## config.mk

```make
export PLATFORM = sky130hd
export DESIGN_NAME = checksum_engine_flat
export DESIGN_NICKNAME = d
export VERILOG_FILES = /design/src/rtl/checksum_engine_if.sv /design/src/rtl/checksum_engine.sv /design/src/flat_wrapper.sv
export SDC_FILE = /design/constraint.sdc
export NUM_CORES = 1
export LEC_CHECK = 0
export CAP_MARGIN = 0
export CORE_MARGIN = 10
export CORE_UTILIZATION = 40
export DETAILED_ROUTE_END_ITERATION = 16
export PLACE_DENSITY = 0.6
export SYNTH_ARGS = -nofsm -noshare
export SYNTH_HDL_FRONTEND = slang
export SYNTH_SLANG_ARGS = --single-unit
```

## constraint.sdc

```tcl
create_clock -name clk -period 4.43 [get_ports clk]
set_input_delay 1.329 -clock clk [delete_from_list [all_inputs] [get_ports clk]]
set_output_delay 1.329 -clock clk [all_outputs]
set_load 0.03 [all_outputs]
```

## src/rtl/checksum_engine_if.sv

```systemverilog
// Stream-in / result-out bundle for checksum_engine.
// The engine uses the slave modport; the stream source and result consumer use master.
interface checksum_engine_if #(
  parameter int unsigned DW      = 8,
  parameter int unsigned MAX_LEN = 16
);
  localparam int unsigned CW = $clog2(MAX_LEN + 1);

  logic          in_valid;
  logic          in_ready;
  logic [DW-1:0] in_data;
  logic          in_last;
  logic [DW-1:0] run_sum;
  logic          out_valid;
  logic          out_ready;
  logic [DW-1:0] check_sum;
  logic [CW-1:0] out_len;
  logic          out_err;

  modport master (
    output in_valid, in_data, in_last, out_ready,
    input  in_ready, run_sum, out_valid, check_sum, out_len, out_err
  );

  modport slave (
    input  in_valid, in_data, in_last, out_ready,
    output in_ready, run_sum, out_valid, check_sum, out_len, out_err
  );
endinterface

```

## src/rtl/checksum_engine.sv

```systemverilog
// Frame checksum engine: accumulates beats until in_last or MAX_LEN,
// then holds one result per frame until the consumer takes it.
module checksum_engine #(
  parameter int unsigned DW      = 8,
  parameter int unsigned MAX_LEN = 16
) (
  input  logic             clk,
  input  logic             nrst,
  input  logic             clr,
  input  logic [1:0]       mode,
  checksum_engine_if.slave bus
);
  localparam int unsigned CW = $clog2(MAX_LEN + 1);

  localparam logic [1:0] S_IDLE = 2'd0;
  localparam logic [1:0] S_ACC  = 2'd1;
  localparam logic [1:0] S_DONE = 2'd2;

  logic [1:0]    state_q, state_d;
  logic [DW-1:0] acc_q, acc_d;
  logic [CW-1:0] cnt_q, cnt_d;
  logic [1:0]    mode_q, mode_d;
  logic          out_valid_q, out_valid_d;
  logic [DW-1:0] check_sum_q, check_sum_d;
  logic [CW-1:0] out_len_q, out_len_d;
  logic          out_err_q, out_err_d;

  logic          accept;
  logic          close;
  logic          err_nx;
  logic [1:0]    mode_nx;
  logic [DW-1:0] acc_nx;
  logic [CW-1:0] cnt_nx;

  function automatic logic [DW-1:0] acc_fn(input logic [DW-1:0] a,
                                           input logic [DW-1:0] d,
                                           input logic [1:0]    m);
    logic [DW:0] s;
    s = {1'b0, a} + {1'b0, d};
    case (m)
      2'b01:   acc_fn = a ^ d;
      // end-around carry; a+d <= 2^(DW+1)-2 so the fold cannot carry again
      2'b10:   acc_fn = s[DW-1:0] + {{(DW-1){1'b0}}, s[DW]};
      default: acc_fn = s[DW-1:0];
    endcase
  endfunction

  assign accept = bus.in_valid && (state_q != S_DONE);

  always_comb begin
    state_d     = state_q;
    acc_d       = acc_q;
    cnt_d       = cnt_q;
    mode_d      = mode_q;
    out_valid_d = out_valid_q;
    check_sum_d = check_sum_q;
    out_len_d   = out_len_q;
    out_err_d   = out_err_q;
    close       = 1'b0;
    err_nx      = 1'b0;
    mode_nx     = mode_q;
    acc_nx      = acc_q;
    cnt_nx      = cnt_q;

    if (clr) begin
      state_d     = S_IDLE;
      out_valid_d = 1'b0;
      cnt_d       = '0;
      acc_d       = '0;
    end else begin
      case (state_q)
        S_IDLE: begin
          if (accept) begin
            mode_nx = mode;
            acc_nx  = bus.in_data;
            cnt_nx  = CW'(1);
            close   = bus.in_last;
          end
        end
        S_ACC: begin
          if (accept) begin
            acc_nx = acc_fn(acc_q, bus.in_data, mode_q);
            cnt_nx = cnt_q + CW'(1);
            close  = bus.in_last || (cnt_nx == CW'(MAX_LEN));
            err_nx = !bus.in_last;
          end
        end
        S_DONE: begin
          if (bus.out_ready) begin
            out_valid_d = 1'b0;
            state_d     = S_IDLE;
          end
        end
        default: state_d = S_IDLE;
      endcase

      if (accept) begin
        mode_d  = mode_nx;
        acc_d   = acc_nx;
        cnt_d   = cnt_nx;
        state_d = close ? S_DONE : S_ACC;
      end

      if (close) begin
        out_valid_d = 1'b1;
        check_sum_d = (mode_nx == 2'b11) ? -acc_nx : acc_nx;
        out_len_d   = cnt_nx;
        out_err_d   = err_nx;
      end
    end
  end

  always_ff @(posedge clk or negedge nrst) begin
    if (!nrst) begin
      state_q     <= S_IDLE;
      acc_q       <= '0;
      cnt_q       <= '0;
      mode_q      <= '0;
      out_valid_q <= 1'b0;
      check_sum_q <= '0;
      out_len_q   <= '0;
      out_err_q   <= 1'b0;
    end else begin
      state_q     <= state_d;
      acc_q       <= acc_d;
      cnt_q       <= cnt_d;
      mode_q      <= mode_d;
      out_valid_q <= out_valid_d;
      check_sum_q <= check_sum_d;
      out_len_q   <= out_len_d;
      out_err_q   <= out_err_d;
    end
  end

  assign bus.in_ready  = (state_q != S_DONE);
  assign bus.run_sum   = acc_q;
  assign bus.out_valid = out_valid_q;
  assign bus.check_sum = check_sum_q;
  assign bus.out_len   = out_len_q;
  assign bus.out_err   = out_err_q;

endmodule

```

## src/flat_wrapper.sv

```systemverilog
// flat-port wrapper written by rule: the top's interface ports become plain ports
module checksum_engine_flat 
#(
  parameter int unsigned DW      = 8,
  parameter int unsigned MAX_LEN = 16
)
  (clk, nrst, clr, mode, bus_in_valid, bus_in_data, bus_in_last, bus_out_ready, bus_in_ready, bus_run_sum, bus_out_valid, bus_check_sum, bus_out_len, bus_out_err);
  checksum_engine_if #(.DW(DW), .MAX_LEN(MAX_LEN)) bus_i ();
  input  logic clk;
  input  logic nrst;
  input  logic clr;
  input  logic [1:0] mode;
  input wire logic [$bits(bus_i.in_valid)-1:0] bus_in_valid;
  input wire logic [$bits(bus_i.in_data)-1:0] bus_in_data;
  input wire logic [$bits(bus_i.in_last)-1:0] bus_in_last;
  input wire logic [$bits(bus_i.out_ready)-1:0] bus_out_ready;
  output wire logic [$bits(bus_i.in_ready)-1:0] bus_in_ready;
  output wire logic [$bits(bus_i.run_sum)-1:0] bus_run_sum;
  output wire logic [$bits(bus_i.out_valid)-1:0] bus_out_valid;
  output wire logic [$bits(bus_i.check_sum)-1:0] bus_check_sum;
  output wire logic [$bits(bus_i.out_len)-1:0] bus_out_len;
  output wire logic [$bits(bus_i.out_err)-1:0] bus_out_err;
  assign bus_i.in_valid = bus_in_valid;
  assign bus_i.in_data = bus_in_data;
  assign bus_i.in_last = bus_in_last;
  assign bus_i.out_ready = bus_out_ready;
  assign bus_in_ready = bus_i.in_ready;
  assign bus_run_sum = bus_i.run_sum;
  assign bus_out_valid = bus_i.out_valid;
  assign bus_check_sum = bus_i.check_sum;
  assign bus_out_len = bus_i.out_len;
  assign bus_out_err = bus_i.out_err;
  checksum_engine #(.DW(DW), .MAX_LEN(MAX_LEN)) u_core (.clk(clk), .nrst(nrst), .clr(clr), .mode(mode), .bus(bus_i));
endmodule
```

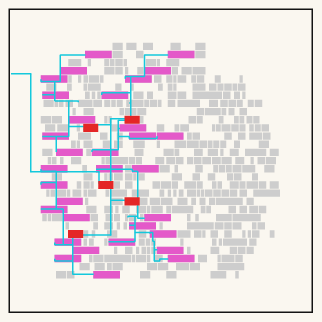
**Above:** run 1 (routed clock nets over the placement).
Drawn at 3 px/micron.
Key: flip-flops = magenta [count 32]; clock wires = cyan [length 463 microns]; clock-net drivers = red [count 5]
There are 6 routed clock nets.
Insertion Delay late pin: 0.28 ns
clock group power: 232 uW
clock share of power: 0.181

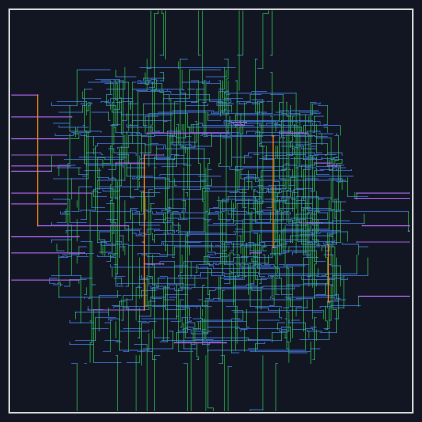
**Above:** run 1 (wiring by layer).
Drawn at 4 px/micron.
Key: M1 = blue [wire length 3520 microns]; M4 = orange [wire length 114 microns]; M2 = green [wire length 3740 microns]; M3 = purple [wire length 340 microns]
final WL: 7720 microns
via count: 2563
GRT Util Overall: 0.159
wire per inst: 16.5 microns

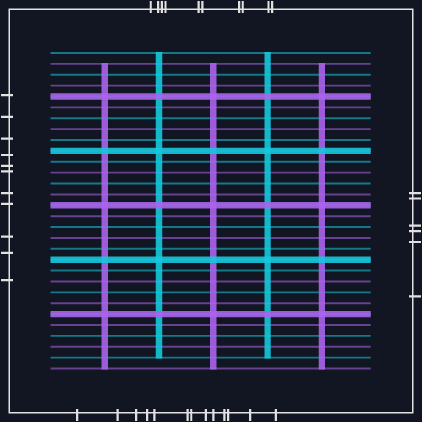
**Above:** run 1 (floorplan with the power grid).
Drawn at 4 px/micron. Pins as bars on the die edge.
Key: VSS = purple; VDD = cyan
5 straps on met5. The core has 29 rows.
core box area: 0.00631 sq mm
die width: 101 microns
DIE HEIGHT: 101 microns

==> summary.txt, run 1 <==
run metrics: Commonest Layout Cell=buf_4, Resize count post-CTS=15, P_int=773 uW, most used cell, CP=ha_4, fin. max-slew vios=0, HP Start=u_core.bus.out_err, Max IR drop VDD=0.258 mV, clk slew on worst S/H paths=0.07 ns, Final Non-Filler Cells=469, pin count of the biggest net entering global routing=33, Antenna Cells=0, Post-synth EDFFs=0, Hold EP=u_core.bus.out_err, Leakage=0.00157 uW, post-layout util=0.582, filler cell count=564, residual DRC count=0, synthesized net count=339, CP max stage cell=a221o_1, unrepaired setup endpoints after global routing=true, Inverters=15, non-clk buf share=0.214, #FFs+latches synth=32, Sw Ratio=0.397, kind of cell adding the most delay to the critical path=AND-OR/OR-AND gates, R2R cell count=20, row count=29, First DRT Iteration DRCs=slightly above 90, fraction of registers with async set/reset=1.00, # clk buffers=8, count of plain and timing-repair buffers in the layout=92, OpenROAD warning count=30, slowest cell delay on critical path=0.33 ns, Synth Area in Adders=0.0849, crit end category=flop, minimum clock period=4.38 ns, Seq share, synth=0.309, Core Util at FP=0.411, combinational share of power=0.527, Detail Route Antenna Nets=0, worst slew pin tran=0.559 ns, number of logic gates=245, FF/Latch Area=~800 sq um, crit path capture=u_core.bus.check_sum[4], Logic cell area=0.00185 sq mm, Unique cell types=71, cycle use final=0.990, I/O pin count=40, hold buffers post-CTS=0, Max Root-Sink Buffers=2, status=complete, no violations, mapped cell area=0.00259 sq mm, Worst R2R End=u_core.bus.check_sum[4], hold depth=1, met2 Usage GRT=0.259, H-tree depth=2, area fraction in mux cells=0.0458, CTS tree=done, # Post-CTS Setup Buffers=2, DP Cell Count=around 460, placer congestion estimate=0.889, Syn Area/Cell=8.47 sq um, Reg power frac=0.291, TritonCTS buffer count=5, initial antenna violation count=0, number of tapcells=77, total grt overflow=0, flop count=32, Worst Setup Start Kind=primary input, Worst path depth=22, Worst EP arrival=4.59 ns, Max Cap Violations=0, Clock Skew=0.00407 ns, combinational share of cell area=0.502, comb area leader=simple AND/OR/NAND/NOR gates, area delta synth->final=41.8%, layout cell share with drive strength beyond 1=0.258, Post-DP Area=between 0.003 and 0.004 sq mm, final instance area=0.00368 sq mm, total sequential power=between 300 and 400 uW, sequential share of cell area=0.218, XOR/XNOR Fraction of Synth Area=0.0338, Yosys chip area=approximately 0.0026 sq mm, Sink Count=32, Slew HR=0.627, CP cell instances=buf_8, ha_4, inv_2, fa_2, and2b_2, o221ai_4, a21oi_2, o21ai_1, nand2b_1, ha_4, ha_4, a221o_1, and3_4, o22ai_4, buf_6, ha_4, nand2_4, nor3_4, buf_4, nor2_2, xor2_1, a21oi_1, Crit path buffers/inverters=4, met1 usage=0.204, r2r startpoint=u_core.bus.run_sum[1], Mapped Cells=306, Crit Path Max Fanout=3, DP HPWL=5970 microns, Top class by area=combinational gates, Worst Setup SP=bus_in_data[0], combinational cell power=approximately 680 uW, Final setup violation count=0, Vias/cell=approximately 5.5, Syn. warnings=0, TritonRoute pass-1 iters=4, post-synthesis cell count from yosys=between 300 and 400, port bufs=39, Worst Path Class, Setup=in -> reg, global-route wire length before repair=13200 microns, clock-cell share of area=0.0245, most used routing layer in global routing=met2, setup_tns=0 ns, Max Clk Rate=228 MHz, grt met3 use=0.0350, Psw=509 uW, r2r setup slk=0.68 ns, root buffer cell=clkbuf_8, post-synthesis simple-gate area fraction=0.246
[run 1: cells in the mapped netlist (2+ instances only)]
library cell / number / area [sq um]
nor4b_1: 2 / 17.5
mux2_2: 2 / 22.5
xnor2_1: 6 / 52.6
a211oi_1: 3 / 22.5
nor2_1: 43 / 161
o2111ai_1: 2 / 17.5
dfrtp_1: 32 / 801
nor2b_1: 8 / 50.1
clkbuf_1: 11 / 41.3
nand2_1: 15 / 56.3
a21oi_1: 25 / 125
o22ai_1: 6 / 37.5
or2_4: 2 / 17.5
and3_1: 2 / 12.5
xor2_1: 4 / 35.0
o31a_1: 2 / 17.5
nand2b_1: 6 / 37.5
nor3b_1: 3 / 22.5
mux2i_1: 7 / 70.1
inv_1: 14 / 52.6
and2_1: 3 / 18.8
a31oi_1: 4 / 25.0
nand3b_1: 4 / 30.0
o21ai_0: 15 / 75.1
or2_1: 2 / 12.5
ha_1: 16 / 200
or3_1: 2 / 12.5
buf_1: 2 / 7.51
nor3_1: 8 / 40.0
nor4_1: 5 / 31.3
nand3_1: 8 / 40.0
a21o_1: 2 / 15.0
o22a_1: 2 / 17.5
[run 1: registers in the layout, indices dropped and copies added, names as in the netlist]
signal and flops:
u_core.state_q 2, u_core.mode_q 2, u_core.bus.out_len 5, u_core.bus.out_err 1
u_core.bus.check_sum 8, u_core.bus.run_sum 8, u_core.bus.out_valid 1, u_core.cnt_q 5
[run 1: metrics by stage]
step,setup WS (ns),hold WS (ns),total power (uW)
floorplan,-0.0929,0.548,759
global placement,-0.601,0.492,1010
detailed placement,-0.711,0.499,1020
CTS,0.00517,0.519,1270
global route,-0.130,0.537,1370
finish,0.0465,0.513,1280
[run 1: per-layer routing]
layer	vias up	wire length, microns
met4	0	113
li1	1288	-
met3	11	339
met1	1220	3520
met2	44	3740
met5	-	0
==> inputs of run 2 (changes only) <==
Settings changed: CTS_CLUSTER_DIAMETER from default to 40.
==> summary.txt, run 2 <==
run metrics: status=complete, no violations, DP Cell Count=456 (unchanged), Crit path buffers/inverters=4 (unchanged), hold buffers post-CTS=0 (unchanged), top cells by count=43 x nor2_1, 32 x dfrtp_1, 25 x a21oi_1, 16 x ha_1, Worst Path Class, Setup=in -> reg, Yosys chip area=0.00259 sq mm (unchanged), crit end category=flop, First DRT Iteration DRCs=93 (unchanged), fin nets=424, placer congestion estimate=0.889 (unchanged), Max Cap Violations=0 (unchanged), # Post-CTS Setup Buffers=2 (unchanged), Crit Path Max Fanout=3 (unchanged), CP max stage cell=a221o_1, most common cell in the synthesized netlist=nor2_1, Sink Count=32 (unchanged), Max IR drop VDD=0.258 mV (unchanged), port bufs=39 (unchanged), vias in the first global route=between 2000 and 3000, Fin Hold WS=0.513 ns (unchanged), GRT Util Overall=0.159 (unchanged), post-layout util=0.582 (unchanged), top_reg_cell synth=dfrtp_1, Mapped Cells=306 (unchanged), Synth top area share=0.309 (unchanged), OpenROAD warning count=30 (unchanged), worst hold path class=reg -> reg, fin. max-slew vios=0 (unchanged), Final setup violation count=0 (unchanged), setup ws final=0.0465 ns (unchanged), residual DRC count=0 (unchanged), Final Non-Filler Cells=469 (unchanged), kind of cell adding the most delay to the critical path=AND-OR/OR-AND gates, Post-DP Area=0.00346 sq mm (unchanged), #FFs+latches synth=32 (unchanged), global-route wire length before repair=13200 microns (unchanged), unrepaired setup endpoints after global routing=true, final instance area=0.00368 sq mm (unchanged), dpl ws=-0.711 ns (unchanged), Top cells excl fill/tap=52 x buf_4, 42 x nor2_1, 34 x clkdlybuf4s50_1, I/O pin count=40 (unchanged), Yosys top cell by area=dfrtp_1, pin count of the biggest net entering global routing=33 (unchanged), core box area=0.00631 sq mm (unchanged), post-synthesis cell count from yosys=306 (unchanged), Cell area leaders=dfrtp_1 31%, ha_1 7.7%, nor2_1 6.2%, Insertion Delay late pin=0.28 ns (about the same), power after layout=1280 uW (unchanged), H-tree depth=2 (unchanged), Max Root-Sink Buffers=2 (unchanged), via count=2563 (unchanged), minimum clock period=4.38 ns (unchanged), wire per inst=16.5 microns (unchanged), Vias/cell=5.46 (unchanged), DIE HEIGHT=101 microns (unchanged), required time worst endpoint=4.64 ns, PD cells=349 mW/mm^2, Worst Setup Start Kind=primary input, Worst EP arrival=4.59 ns (about the same), initial antenna violation count=0 (unchanged), clk slew on worst S/H paths=0.07 ns (about the same), Hold Violations, Final=0, cycle use final=0.990 (unchanged), final WL=7720 microns (unchanged), total grt overflow=0 (unchanged), TritonRoute pass-1 iters=4 (unchanged), most used cell, CP=ha_4, row count=29 (unchanged), fraction of registers with async set/reset=1.00 (unchanged), Post-synth EDFFs=0 (unchanged), Resize count post-CTS=15 (unchanged), layout cell share with drive strength beyond 1=0.258 (unchanged), CP cell instances=buf_8, ha_4, inv_2, fa_2, and2b_2, o221ai_4, a21oi_2, o21ai_1, nand2b_1, ha_4, ha_4, a221o_1, and3_4, o22ai_4, buf_6, ha_4, nand2_4, nor3_4, buf_4, nor2_2, xor2_1, a21oi_1, worst slew pin tran=0.559 ns (unchanged), CTS tree=done, Antenna Cells=0 (unchanged), Max Clk Rate=228 MHz (unchanged), Seq share, synth=0.309 (unchanged), Syn Area/Cell=8.47 sq um (unchanged), Unique cell types=71 (unchanged), mapped cell area=0.00259 sq mm (unchanged), Leakage=0.00157 uW (unchanged), Detail Route Antenna Nets=0 (unchanged), area delta synth->final=41.8% (unchanged), root buffer cell=clkbuf_8, setup_tns=0 ns (unchanged), slowest cell delay on critical path=0.33 ns (about the same), Core Util at FP=0.411 (unchanged), Commonest Layout Cell=buf_4, Syn. warnings=0 (unchanged), DP HPWL=5970 microns (unchanged), die width=101 microns (unchanged), chip area=0.0101 sq mm, synthesized net count=339 (unchanged), Slew HR=0.627 (unchanged)
[run 2: cell counts in the layout (fill, tap and decap cells not counted)]
No cell type changed its count.
[run 2: metal layers]
metal | part of all wire | global-route usage | wire length (microns)
met3 | 0.044 | 0.0350 | 339
met5 | 0 | 0 | 0
met1 | 0.46 | 0.204 | 3520
met4 | 0.015 | 0.0467 | 113
met2 | 0.49 | 0.259 | 3740
[run 2: area by class of cell]
type	instances	area (sq um)
Inverter	15	56.3
Fill cell	564	2640
Sequential cell	32	801
Multi-Input combinational cell	245	1850
Timing Repair Buffer	92	788
Clock buffer	8	90.1
Tap cell	77	96.3
[run 2: worst paths after layout]
path | from | to | slack [ns] | depth (start not counted)
worst max-delay path | bus_in_data[0] | u_core.bus.check_sum[4] | 0.05 | 22
worst min-delay path | u_core.bus.out_err | u_core.bus.out_err | 0.51 | 1
min in group asynchronous | nrst | u_core.bus.run_sum[3] | 1.45 | 2
worst max register to register | u_core.bus.run_sum[1] | u_core.bus.check_sum[4] | 0.68 | 20
max in group asynchronous | nrst | u_core.bus.out_valid | 2.69 | 2
worst min register to register | u_core.bus.out_err | u_core.bus.out_err | 0.51 | 1
[run 2: cells by family (layout without fill, tap and decap cells)]
family	after synthesis	in the layout	share of synthesized area
AND-OR/OR-AND	85	85	0.237
XOR/XNOR	10	10	0.0338
adder cells (fa/ha/maj)	17	17	0.0849
buffers and inverters	29	115	0.0434
flip-flops	32	32	0.309
multiplexers	11	11	0.0458
AND/OR/NAND/NOR	122	122	0.246
[run 2: where the power goes]
| part | internal (uW) | leakage, uW | switching [uW] |
|---|---|---|---|
| registers | 339 | 0.000403 | 34.6 |
| clock network | 127 | 0.0000455 | 106 |
| logic | 307 | 0.00112 | 369 |
| total | 773 | 0.00157 | 509 |
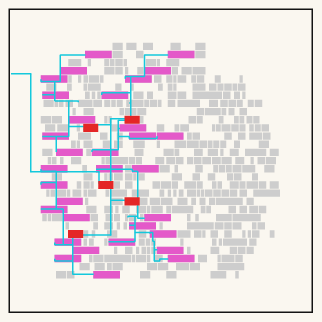
**Above:** run 2 (routed clock nets over the placement).
Drawn at 3 px/micron.
Clock Skew: 0.00407 ns

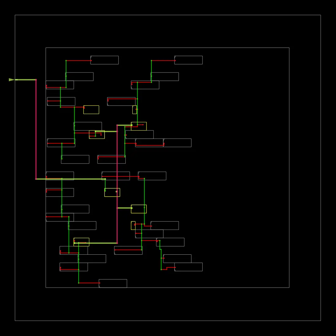
**Above:** run 2 (the clock network).
TritonCTS buffer count: 5
flop count: 32

==> inputs of run 3 (changes only) <==
Settings changed: ABC_AREA from default to 1, RECOVER_POWER from default to 100.
==> summary.txt, run 3 <==
run metrics: Crit Path Max Fanout=4 (+1), most common cell in the synthesized netlist=nand2_1, met2 WL=3270 microns (-13%), Clock Skew=0.00475 ns (+0.000677 ns), total sequential power=369 uW (-1%), mapped cell area=0.00258 sq mm (-0.29%), OpenROAD warning count=28 (-6.7%), Syn. warnings=0 (unchanged), Final setup violation count=0 (unchanged), Yosys chip area=0.00258 sq mm (-0.29%), post-layout util=0.526 (-0.0561), clock group power=230 uW (about the same), Leakage=0.00167 uW (+6.5%), initial antenna violation count=0 (unchanged), top sig layer=met4, First DRT Iteration DRCs=197 (+110%), CP cell instances=clkdlybuf4s50_1, ha_2, a21oi_2, nand2_2, nand2_1, nand2_1, a21oi_1, o21bai_1, ha_2, ha_2, nand2_1, nand3_1, o211ai_1, a22oi_1, inv_1, ha_1, nor2_1, xor2_1, o21ai_1, Main power group=combinational cells, final WL=7130 microns (-7.6%), clk slew on worst S/H paths=0.07 ns (about the same), H-tree depth=2 (unchanged), TritonCTS buffer count=5 (unchanged), status=complete, but fails checks, Unique cell types=41 (-42%), core box area=0.00631 sq mm (unchanged), Reg power frac=0.305 (+0.014), DP HPWL=5660 microns (-5.1%), DP Cell Count=494 (+8.3%), kind of cell adding the most delay to the critical path=adder cells, fin nets=459 (+8.3%), Seq share, synth=0.310 (+0.000897), PD cells=365 mW/mm^2 (+4.6%), Sw Ratio=0.437 (+0.0398), fraction of registers with async set/reset=1.00 (unchanged), placer congestion estimate=0.888 (-0.12%), Fin Hold WS=0.480 ns (-0.0334 ns), pin count of the biggest net entering global routing=33 (unchanged), violated checks=capacitance limit, slew limit, Max Clk Rate=235 MHz (+2.9%), Max Cap Violations=1 (+1), Yosys top cell by area=dfrtp_1, GRT Util Overall=0.141 (-0.0178), most used routing layer in global routing=met2, residual DRC count=0 (unchanged), Core Util at FP=0.409 (-0.00119), top_reg_cell synth=dfrtp_1, combinational cell power=613 uW (-9.3%), Sink Count=32 (unchanged), combinational share of power=0.505 (-0.022), Psw=530 uW (+4.0%), clock share of power=0.190 (+0.009), required time worst endpoint=4.58 ns (-0.06 ns), Post-DP Area=0.00319 sq mm (-7.7%), via count=2541 (-0.86%), Vias/cell=5.04 (-7.7%), Worst Path Class, Setup=in -> reg, Cell area leaders=dfrtp_1 31%, nand2_1 15%, ha_1 7.7%, global-route wire length before repair=11700 microns (-11%), worst slew pin tran=1.76 ns (+1.20 ns), filler cell count=645 (+14%), Metal-1 WL=3310 microns (-5.8%), r2r setup slk=1.17 ns (+0.49 ns), Max Root-Sink Buffers=2 (unchanged), hold buffers post-CTS=0 (unchanged), Hold Violations, Final=0 (unchanged), wire per inst=14.1 microns (-14%), Mapped Cells=362 (+18%), cycle use final=0.962 (-0.0280), layout cell share with drive strength beyond 1=0.171 (-0.0867), met1 usage=0.178 (-0.0264), Insertion Delay late pin=0.29 ns (about the same), post-synthesis cell count from yosys=362 (+18%), top cells by count=101 x nand2_1, 40 x inv_1, 32 x dfrtp_1, 26 x nand3_1, 26 x nor2_1, P_int=682 uW (-12%), fin. max-slew vios=33 (+33), Detail Route Antenna Nets=0 (unchanged), #FFs+latches synth=32 (unchanged), minimum clock period=4.26 ns (-0.124 ns), final instance area=0.00332 sq mm (-9.6%), vias in the first global route=2436 (-6.2%), I/O pin count=40 (unchanged), CTS tree=done, Worst EP arrival=4.41 ns (-0.18 ns), synthesized net count=395 (+17%), Synth top area share=0.310 (+0.000897), Worst Setup Start Kind=primary input, Post-synth EDFFs=0 (unchanged), area delta synth->final=28.6%, crit end category=flop, CP max stage cell=clkdlybuf4s50_1, met3 routed WL=475 microns (+40%), Antenna Cells=0 (unchanged), root buffer cell=clkbuf_8, Crit path buffers/inverters=2 (-2), chip area=0.0101 sq mm (-0.23%), worst hold path class=reg -> reg, TritonRoute pass-1 iters=4 (unchanged), Syn Area/Cell=7.14 sq um (-16%), grt met3 use=0.0426 (+0.00760), slowest cell delay on critical path=0.50 ns (+0.17 ns), row count=29 (unchanged), Slew HR=-0.175 (-0.803), Commonest Layout Cell=nand2_1, met2 Usage GRT=0.227 (-0.0321), port bufs=39 (unchanged), total grt overflow=0 (unchanged), Top cells excl fill/tap=100 x nand2_1, 42 x inv_1, 32 x dfrtp_1
## run 3: netlist changes by cell type after synthesis, sizes merged, moves of 6 or more
cell | before | now
clkbuf | 11 | 3
inv | 15 | 46
mux2i | 7 | 0
nand2 | 16 | 110
nand2b | 6 | 0
nand3 | 8 | 29
nor2 | 43 | 33
nor2b | 8 | 0
nor3 | 9 | 1
o21ai | 15 | 30
## run 3: path summary, 6_finish.rpt
path,from,endpoint,cells after the start
worst max-delay path,bus_in_data[3],u_core.bus.check_sum[2],19
worst min-delay path,u_core.bus.check_sum[5],u_core.bus.check_sum[5],2
worst max register to register,u_core.bus.run_sum[0],u_core.bus.check_sum[5],24
worst min register to register,u_core.bus.check_sum[5],u_core.bus.check_sum[5],2
max in group asynchronous,nrst,u_core.bus.run_sum[5],2
min in group asynchronous,nrst,u_core.bus.out_len[2],2
## run 3: cell type report
cell class	count	area (sq um)	share of cell area
Inverter	46	173	0.0520
Multi-Input combinational cell	275	1570	0.472
Sequential cell	32	801	0.241
Timing Repair Buffer	66	592	0.178
Clock inverter	3	23.8	0.00715
Clock buffer	5	68.8	0.0207
Tap cell	77	96.3	0.0290
## run 3: metrics by stage
stage	worst slack [ns]	setup TNS (ns)	power, uW
final	0.171	0	1210
after CTS	0.00918	0	1220
after floorplan	0.443	0	772
after global routing	-0.00451	-0.00451	1310
after global placement	-0.244	-1.09	984
after detailed placement	-0.302	-1.59	987
## run 3: cell families after synthesis
| kind of cell | synth area share |
|---|---|
| AND-OR/OR-AND | 0.173 |
| AND/OR/NAND/NOR | 0.314 |
| buffers and inverters | 0.0939 |
| flip-flops | 0.310 |
| adder cells (fa/ha/maj) | 0.0852 |
| XOR/XNOR | 0.0237 |
## run 3: timing repair
item	in CTS	in global routing
resized	0	15
setup buffers	0	2
hold endpoints to repair	0	0
endpoints found under the setup margin	0	7
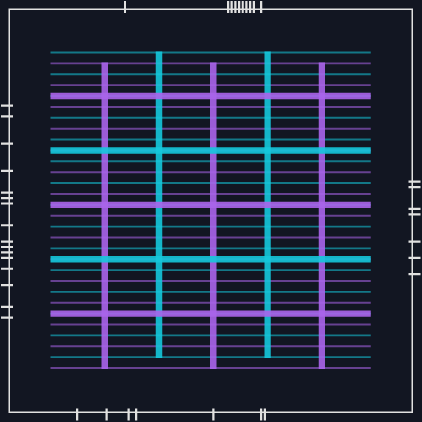
**Above:** run 3 (floorplan with the power grid).
Drawn at 4 px/micron. Pins as bars on the die edge.
Key: VSS = purple; VDD = cyan
40 signal pins sit on the boundary. 30 met1 rails follow the rows.
Max IR drop VDD: 0.298 mV
die width: 100 microns

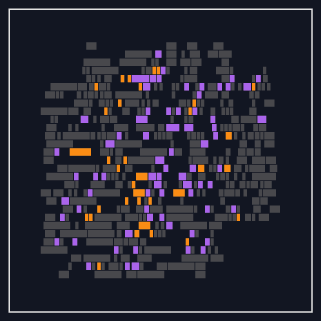
**Above:** run 3 (gate families picked out).
Drawn at 3 px/micron.
Key: nor cells = orange [cells 34]; aoi and oai cells = purple [cells 71]
combinational share of cell area: 0.472
Final Non-Filler Cells: 504

Power is estimated from default activity; no workload was simulated.
